**Run 1: cell area per tile**

The bar under the picture is 100 µm long. The die is cut into 27 by 27 equal tiles; dark blue is low, red is high, 0 to 100% covered.
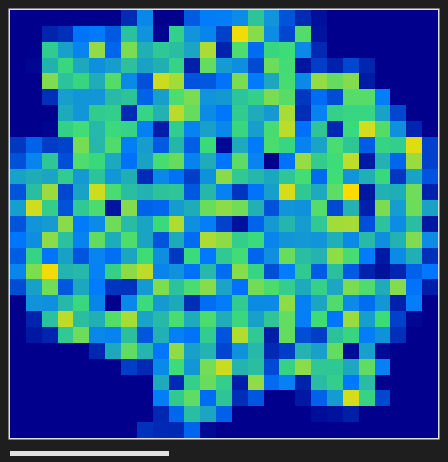
**Run 1: cell sizes after repair**

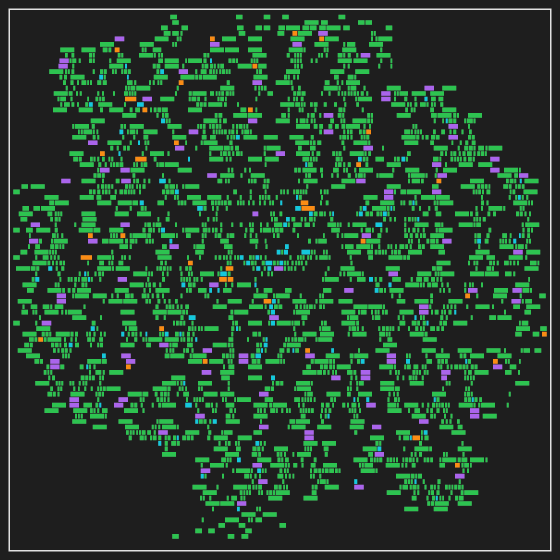
**Run 1: wiring heat map**

The bar under the picture is 100 µm long. The die is cut into 27 by 27 equal tiles; dark blue is low, red is high, scaled to the fullest tile. Values are wire area over tile area, all layers added.
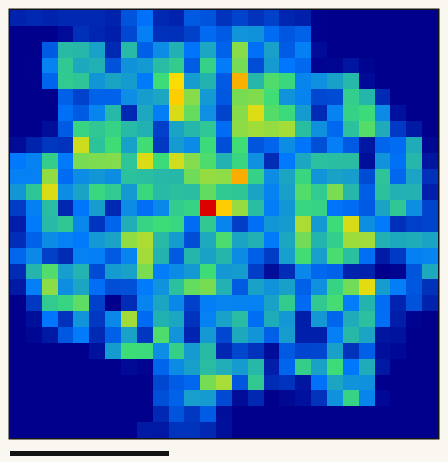
### src/rtl/button_conditioner_if.sv
// Key-event bundle between raw board lines and the calculator core.
// The master side drives raw levels; the slave side is the conditioner.
interface button_conditioner_if #(
  parameter int NUM_BUTTONS = 16,
  parameter int CODE_W      = $clog2(NUM_BUTTONS)
);
  logic [NUM_BUTTONS-1:0] raw_i;
  logic [NUM_BUTTONS-1:0] held_o;
  logic [NUM_BUTTONS-1:0] press_o;
  logic [NUM_BUTTONS-1:0] release_o;
  logic                   code_valid_o;
  logic [CODE_W-1:0]      code_o;
  logic                   multi_o;

  modport master (
    output raw_i,
    input  held_o, press_o, release_o, code_valid_o, code_o, multi_o
  );

  modport slave (
    input  raw_i,
    output held_o, press_o, release_o, code_valid_o, code_o, multi_o
  );
endinterface

### src/rtl/button_conditioner.sv
// Button front end: per-channel synchroniser and debounce, press/release pulses,
// shared single-key auto-repeat timer and a lowest-index-wins key encoder.
module button_conditioner #(
  parameter int NUM_BUTTONS     = 16,
  parameter int SYNC_STAGES     = 2,
  parameter int DEBOUNCE_CYCLES = 100000,
  parameter int REPEAT_EN       = 1,
  parameter int REPEAT_DELAY    = 50000000,
  parameter int REPEAT_PERIOD   = 10000000,
  parameter int CODE_W          = $clog2(NUM_BUTTONS)
) (
  input  logic                 clk_i,
  input  logic                 rst_ni,
  button_conditioner_if.slave  bus
);

  localparam int CNT_W  = $clog2(DEBOUNCE_CYCLES + 1);
  localparam int RMAX   = (REPEAT_DELAY > REPEAT_PERIOD) ? REPEAT_DELAY : REPEAT_PERIOD;
  localparam int RTMR_W = $clog2(RMAX + 1);

  localparam logic [CNT_W-1:0]  CNT_LAST = CNT_W'(DEBOUNCE_CYCLES - 1);
  localparam logic [RTMR_W-1:0] DLY_LAST = RTMR_W'(REPEAT_DELAY - 1);
  localparam logic [RTMR_W-1:0] PER_LAST = RTMR_W'(REPEAT_PERIOD - 1);

  typedef enum logic {
    PH_DELAY,
    PH_REPEAT
  } phase_e;

  logic [SYNC_STAGES-1:0][NUM_BUTTONS-1:0] sync_q;
  logic [NUM_BUTTONS-1:0][CNT_W-1:0]       cnt_q, cnt_d;
  logic [NUM_BUTTONS-1:0]                  held_q, held_d;
  logic [NUM_BUTTONS-1:0]                  press_q, press_d;
  logic [NUM_BUTTONS-1:0]                  release_q, release_d;
  logic                                    valid_q, valid_d;
  logic [CODE_W-1:0]                       code_q, code_d;
  logic                                    multi_q, multi_d;
  logic [RTMR_W-1:0]                       rtmr_q, rtmr_d;
  phase_e                                  phase_q, phase_d;
  logic                                    rep_fire;
  logic [NUM_BUTTONS-1:0]                  s;

  assign s = sync_q[SYNC_STAGES-1];

  always_ff @(posedge clk_i) begin
    if (!rst_ni) begin
      sync_q    <= '0;
      cnt_q     <= '0;
      held_q    <= '0;
      press_q   <= '0;
      release_q <= '0;
      valid_q   <= 1'b0;
      code_q    <= '0;
      multi_q   <= 1'b0;
      rtmr_q    <= '0;
      phase_q   <= PH_DELAY;
    end else begin
      sync_q    <= {sync_q[SYNC_STAGES-2:0], bus.raw_i};
      cnt_q     <= cnt_d;
      held_q    <= held_d;
      press_q   <= press_d;
      release_q <= release_d;
      valid_q   <= valid_d;
      code_q    <= code_d;
      multi_q   <= multi_d;
      rtmr_q    <= rtmr_d;
      phase_q   <= phase_d;
    end
  end

  always_comb begin
    held_d   = held_q;
    cnt_d    = cnt_q;
    rtmr_d   = rtmr_q;
    phase_d  = phase_q;
    rep_fire = 1'b0;
    code_d   = '0;

    // A level is accepted only after DEBOUNCE_CYCLES consecutive disagreeing samples.
    for (int i = 0; i < NUM_BUTTONS; i++) begin
      if (s[i] == held_q[i]) begin
        cnt_d[i] = '0;
      end else if (cnt_q[i] == CNT_LAST) begin
        held_d[i] = s[i];
        cnt_d[i]  = '0;
      end else begin
        cnt_d[i] = cnt_q[i] + CNT_W'(1);
      end
    end

    multi_d = |(held_d & (held_d - NUM_BUTTONS'(1)));

    // Any change, chord or idle reloads the timer so a fresh single hold waits the full delay.
    if ((REPEAT_EN == 0) || (held_d != held_q) || (held_d == '0) || multi_d) begin
      rtmr_d  = '0;
      phase_d = PH_DELAY;
    end else if ((phase_q == PH_DELAY) && (rtmr_q == DLY_LAST)) begin
      rep_fire = 1'b1;
      rtmr_d   = '0;
      phase_d  = PH_REPEAT;
    end else if ((phase_q == PH_REPEAT) && (rtmr_q == PER_LAST)) begin
      rep_fire = 1'b1;
      rtmr_d   = '0;
    end else begin
      rtmr_d = rtmr_q + RTMR_W'(1);
    end

    press_d   = (held_d & ~held_q) | (rep_fire ? held_d : '0);
    release_d = held_q & ~held_d;
    valid_d   = |press_d;
    for (int i = NUM_BUTTONS - 1; i >= 0; i--) begin
      if (press_d[i]) code_d = CODE_W'(i);
    end
  end

  assign bus.held_o       = held_q;
  assign bus.press_o      = press_q;
  assign bus.release_o    = release_q;
  assign bus.code_valid_o = valid_q;
  assign bus.code_o       = code_q;
  assign bus.multi_o      = multi_q;

endmodule

### src/flat_wrapper.sv
// flat-port wrapper written by rule: the top's interface ports become plain ports
module button_conditioner_flat 
#(
  parameter int NUM_BUTTONS     = 16,
  parameter int SYNC_STAGES     = 2,
  parameter int DEBOUNCE_CYCLES = 100000,
  parameter int REPEAT_EN       = 1,
  parameter int REPEAT_DELAY    = 50000000,
  parameter int REPEAT_PERIOD   = 10000000,
  parameter int CODE_W          = $clog2(NUM_BUTTONS)
)
  (clk_i, rst_ni, bus_raw_i, bus_held_o, bus_press_o, bus_release_o, bus_code_valid_o, bus_code_o, bus_multi_o);
  button_conditioner_if #(.NUM_BUTTONS(NUM_BUTTONS), .CODE_W(CODE_W)) bus_i ();
  input  logic clk_i;
  input  logic rst_ni;
  input wire logic [$bits(bus_i.raw_i)-1:0] bus_raw_i;
  output wire logic [$bits(bus_i.held_o)-1:0] bus_held_o;
  output wire logic [$bits(bus_i.press_o)-1:0] bus_press_o;
  output wire logic [$bits(bus_i.release_o)-1:0] bus_release_o;
  output wire logic [$bits(bus_i.code_valid_o)-1:0] bus_code_valid_o;
  output wire logic [$bits(bus_i.code_o)-1:0] bus_code_o;
  output wire logic [$bits(bus_i.multi_o)-1:0] bus_multi_o;
  assign bus_i.raw_i = bus_raw_i;
  assign bus_held_o = bus_i.held_o;
  assign bus_press_o = bus_i.press_o;
  assign bus_release_o = bus_i.release_o;
  assign bus_code_valid_o = bus_i.code_valid_o;
  assign bus_code_o = bus_i.code_o;
  assign bus_multi_o = bus_i.multi_o;
  button_conditioner #(.NUM_BUTTONS(NUM_BUTTONS), .SYNC_STAGES(SYNC_STAGES), .DEBOUNCE_CYCLES(DEBOUNCE_CYCLES), .REPEAT_EN(REPEAT_EN), .REPEAT_DELAY(REPEAT_DELAY), .REPEAT_PERIOD(REPEAT_PERIOD), .CODE_W(CODE_W)) u_core (.clk_i(clk_i), .rst_ni(rst_ni), .bus(bus_i));
endmodule
### config.mk
export PLATFORM = sky130hd
export DESIGN_NAME = button_conditioner_flat
export DESIGN_NICKNAME = d
export VERILOG_FILES = /design/src/rtl/button_conditioner_if.sv /design/src/rtl/button_conditioner.sv /design/src/flat_wrapper.sv
export SDC_FILE = /design/constraint.sdc
export NUM_CORES = 1
export LEC_CHECK = 0
export ABC_AREA = 1
export CORE_UTILIZATION = 25
export CTS_BUF_LIST = sky130_fd_sc_hd__clkbuf_4 sky130_fd_sc_hd__clkbuf_8
export DETAILED_ROUTE_END_ITERATION = 12
export PLACE_DENSITY = 0.4
export SKIP_CTS_REPAIR_TIMING = 1
export SLEW_MARGIN = 10
export SYNTH_ARGS = -nofsm -noshare
export SYNTH_HDL_FRONTEND = slang
export SYNTH_SLANG_ARGS = --single-unit
### constraint.sdc
create_clock -name clk_i -period 7.1 [get_ports clk_i]
set_clock_uncertainty 0.05 [all_clocks]
set_input_delay 1.065 -clock clk_i [delete_from_list [all_inputs] [get_ports clk_i]]
set_output_delay 1.065 -clock clk_i [all_outputs]
set_load 0.03 [all_outputs]
==> impl_metrics.ini, run 1 <==
; flow metrics
[critical_path]
r2r_slack_ns = 3.10
r2r_cells = 26
start_kind = register
crit_path_end = u_core.bus.code_o[0]$_SDFF_PP0_
reg2reg_to = u_core.bus.code_o[0]$_SDFF_PP0_

[floorplanning]
die_area_mm2 = 0.0722
num_rows = 97
die_y_um = 269

[synthesis]
ys_types = 52
yosys_area_mm2 = 0.0178
edf_count = 0
ys_ff = 385

[hold_path]
min_to = u_core.s[0]$_SDFF_PN0_
min_from = u_core.sync_q[0]$_SDFF_PN0_
hold_depth = 2
hp-class = reg2reg

[job]
warnings = 38

[power]
power.leakage_uw = 0.00804
p_clk_frac = 0.510
pg_seq_uw = 2180
comb-power_uw = 56.3
p_clk_uw = 2320
swShare = 0.227
ir_drop_mv = 0.101

[placed_design]
dp_slack_ns = 3.10
gp_congestion = 0.821
place_area_mm2 = 0.0196
place_inst = 3474
hpwl_um = 33500

[layout]
drive_above_1_share = 0.0948
fin_cells = 3611
lay_top_cells = 475 x nand2_1, 385 x dfxtp_1, 376 x nor2_1

[clocking]
root_buffer = clkbuf_8
cts.clk_slew.worst_paths_ns = 0.05
htreeDepth = 3
cts.sinks = 385

[route]
wl_met3_um = 2060
wire_per_inst_um = 12.5
antenna_left = 0

[grt]
grtUsageMet2 = 0.202
grtUsageMet3 = 0.0325
grt_use_total = 0.128
met1_usage = 0.168
grt_remaining_overflow = 0
grt_pass1_wl_um = 74300

[sta]
worstMarginPinSlew_ns = 0.723

[run_status]
outcome = finished clean
Notes on 'cell area per tile' above:
nearly empty tiles: 22%
fullest tile: 75%
tiles over 75% full: 0.10%
emptiest ninth of the die: lower left
mean over tiles: 28%

Notes on 'cell sizes after repair' above:
| size | color | cells | share | most used |
|---|---|---|---|---|
| x1 and smaller | green | 2417 | 91% | nand2_1 |
| x2 | cyan | 117 | 4.4% | inv_2 |
| x6 and larger | purple | 100 | 3.7% | clkbuf_8 |
| x3 and x4 | orange | 36 | 1.3% | clkbuf_4 |
Layout area overhead: 19.1%
bufs w/o clock: 73
final instance area: 0.0212 mm²
setup ws final: 3.10 ns

Notes on 'wiring heat map' above:
emptiest ninth of the die: lower left
nearly empty tiles: 22%
mean over tiles: 0.099
densest ninth of the die: center
fullest tile: 0.41
tiles over half the peak: 9.7%
detailed-route wire length: 45000 µm
vias after detailed routing: 15700

[run 1: sequential cells by signal, summed over array words and instances, names as in the netlist]
| signal | count |
|---|---|
| u_core.bus.code_o | 4 |
| u_core.bus.code_valid_o | 1 |
| u_core.bus.held_o | 16 |
| u_core.bus.multi_o | 1 |
| u_core.bus.press_o | 16 |
| u_core.bus.release_o | 16 |
| u_core.cnt_q | 272 |
| u_core.phase_q | 1 |
| u_core.rtmr_q | 26 |
| u_core.s | 16 |
| u_core.sync_q | 16 |
[run 1: critical path: stages (launching register included)]
cell and delay [ns]:
dfxtp_1 0.36, or2_1 0.22, nor4_1 0.26, nand4_1 0.20, o21ai_1 0.40, inv_2 0.10, ha_1 0.33, nand4_1 0.10
nor4_1 0.24, nand3_1 0.11, nor2_1 0.22, nor3b_4 0.28, nand2_4 0.13, o21ai_2 0.19, inv_2 0.06, nand2_1 0.06
nand2_1 0.05, nand2_1 0.05, nand2_1 0.05, nand2_1 0.05, nand2_1 0.05, nand2_1 0.06, nand2_1 0.05, nand2_1 0.06
nand2_1 0.04, nand2_1 0.07, a21oi_2 0.05
[run 1: final cells by class]
| cell class | instances | area (µm²) | share of cell area |
|---|---|---|---|
| Inverter | 409 | 1550 | 0.0730 |
| Multi-Input combinational cell | 1667 | 8410 | 0.397 |
| Tap cell | 940 | 1180 | 0.0556 |
| Timing Repair Buffer | 73 | 723 | 0.0342 |
| Clock inverter | 20 | 116 | 0.00550 |
| Sequential cell | 385 | 7710 | 0.364 |
| Clock buffer | 116 | 1480 | 0.0701 |
| Antenna cell | 1 | 2.50 | 0.000118 |
[run 1: logic make-up after synthesis]
group,share of synthesized area
simple gates,0.341
buf+inv,0.0933
flops,0.433
xor+xnor,0.0291
fa+ha+maj,0.0289
compound gates,0.0745
==> run 2, diff against run 1 <==
clock period = 3.7 ns   (was 7.1 ns; I/O delays follow)
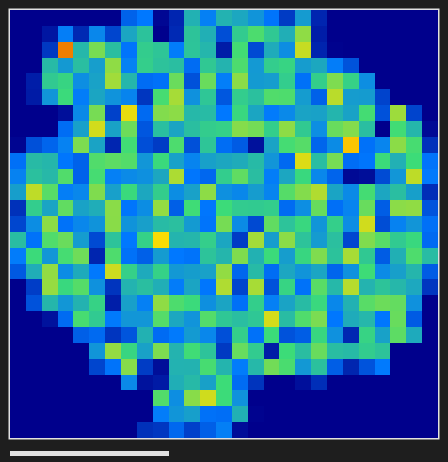
**Above:** run 2 (cell area per tile).
The bar under the picture is 100 µm long. The die is cut into 27 by 27 equal tiles; dark blue is low, red is high, 0 to 100% covered.
emptiest ninth of the die: lower left
mean over tiles: 28%
tiles over 75% full: 0.30%
nearly empty tiles: 23%
fullest tile: 86%

==> impl_metrics.ini, run 2 <==
; flow metrics
[run_status]
outcome = finished clean

[route]
wirelength_um = 46000
num_vias = 15700
antenna_left = 0

[layout]
drive_above_1_share = 0.130
lay_top_cells = 465 x nand2_1, 371 x dfxtp_1, 362 x nor2_1
largestRegisters = u_core.cnt_q (272), u_core.rtmr_q (26)
regMostFlops = u_core.cnt_q
largest_register_ffs = 272

[power]
ir_drop_mv = 0.172
power.leakage_uw = 0.00828

[grt]
grtUsageMet3 = 0.0324
grtUsageMet2 = 0.203
grt_use_total = 0.128
grt_remaining_overflow = 0
met1_usage = 0.165

[critical_path]
crit_path_end = u_core.bus.code_o[0]$_SDFF_PP0_
r2r_slack_ns = 0.14
reg2reg_to = u_core.bus.code_o[0]$_SDFF_PP0_
worst_path_most_repeated_cell = nand2_1
critical_path.top_delay_family = simple AND/OR/NAND/NOR gates
cp.depth = 31
critPathMaxStageDelay_ns = 0.33

[placed_design]
gp_congestion = 0.836
hpwl_um = 34100

[floorplanning]
die_y_um = 269
num_rows = 97

[clocking]
cts.sinks = 385
root_buffer = clkbuf_8
cts.clk_slew.worst_paths_ns = 0.06

[sta]
worstMarginPinSlew_ns = 0.729

[synthesis]
yosys_area_mm2 = 0.0178
ys_ff = 385

[job]
warnings = 39

[hold_path]
hp-class = in2reg
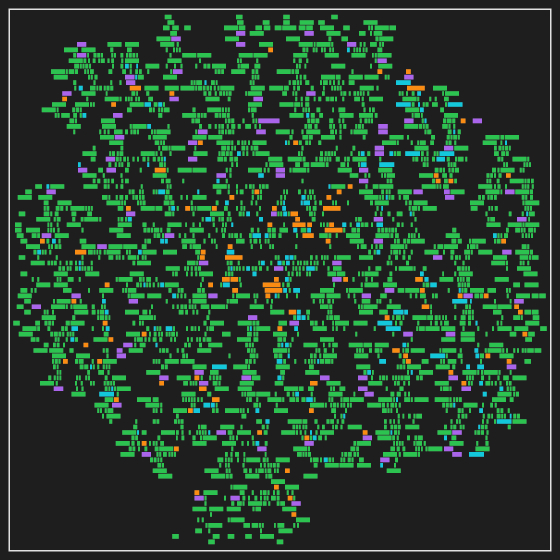
**Above:** run 2 (cell sizes after repair).
| size | color | cells | share | most used |
|---|---|---|---|---|
| x1 and smaller | green | 2357 | 87% | nand2_1 |
| x2 | cyan | 159 | 5.9% | inv_2 |
| x3 and x4 | orange | 95 | 3.5% | buf_4 |
| x6 and larger | purple | 97 | 3.6% | clkbuf_8 |

-- run 2: layout make-up --
class                      count  share of cell area
antenna                        2            0.000231
clock buffer                 117              0.0673
clock inverter                12             0.00438
inverter                     409              0.0712
multi-input combinational   1667               0.398
sequential                   385               0.356
tap                          940              0.0542
timing repair buffer         118              0.0489
-- run 2: stage by stage --
step	hold WS (ns)	instances	worst slack [ns]	total power, µW	instance area, µm²
after global routing	0.313	3650	-0.171	9160	21700
final	0.336	3650	0.142	8750	21700
after floorplan	0.340	2491	0.409	4330	17800
after detailed placement	0.349	3512	0.0233	4390	19900
after CTS	0.283	3641	-0.000357	8970	21400
after global placement	0.348	3512	0.0731	4390	19900
-- run 2: report_power, final --
group	leakage, µW	switching [µW]	internal, µW	total, µW
clock	0.000834	1890	2570	4450
sequential	0.00311	13.0	4170	4180
combinational	0.00433	71.6	40.6	112
total	0.00828	1970	6780	8750
-- run 2: cell families (layout without fill, tap and decap cells) --
| family | after synthesis | after routing | share of synthesized area |
|---|---|---|---|
| other | 0 | 2 | 0 |
| xor gates and xnor gates | 59 | 59 | 0.0291 |
| and+or+nand+nor | 1331 | 1331 | 0.341 |
| AOI/OAI and AO/OA | 236 | 236 | 0.0745 |
| DFF | 385 | 385 | 0.433 |
| buffers and inverters | 439 | 656 | 0.0933 |
| adders and majority gates | 41 | 41 | 0.0289 |
-- run 2: worst min path at each step --
stage,to,slack [ns],cells past startpoint
after floorplan,u_core.s[0]$_SDFF_PN0_,0.34,2
after global placement,u_core.s[7]$_SDFF_PN0_,0.35,2
after detailed placement,u_core.s[13]$_SDFF_PN0_,0.35,2
after CTS,u_core.sync_q[15]$_SDFF_PN0_,0.28,3
after global routing,u_core.sync_q[15]$_SDFF_PN0_,0.31,3
final,u_core.sync_q[15]$_SDFF_PN0_,0.34,3
Power and IR drop assume default switching activity.
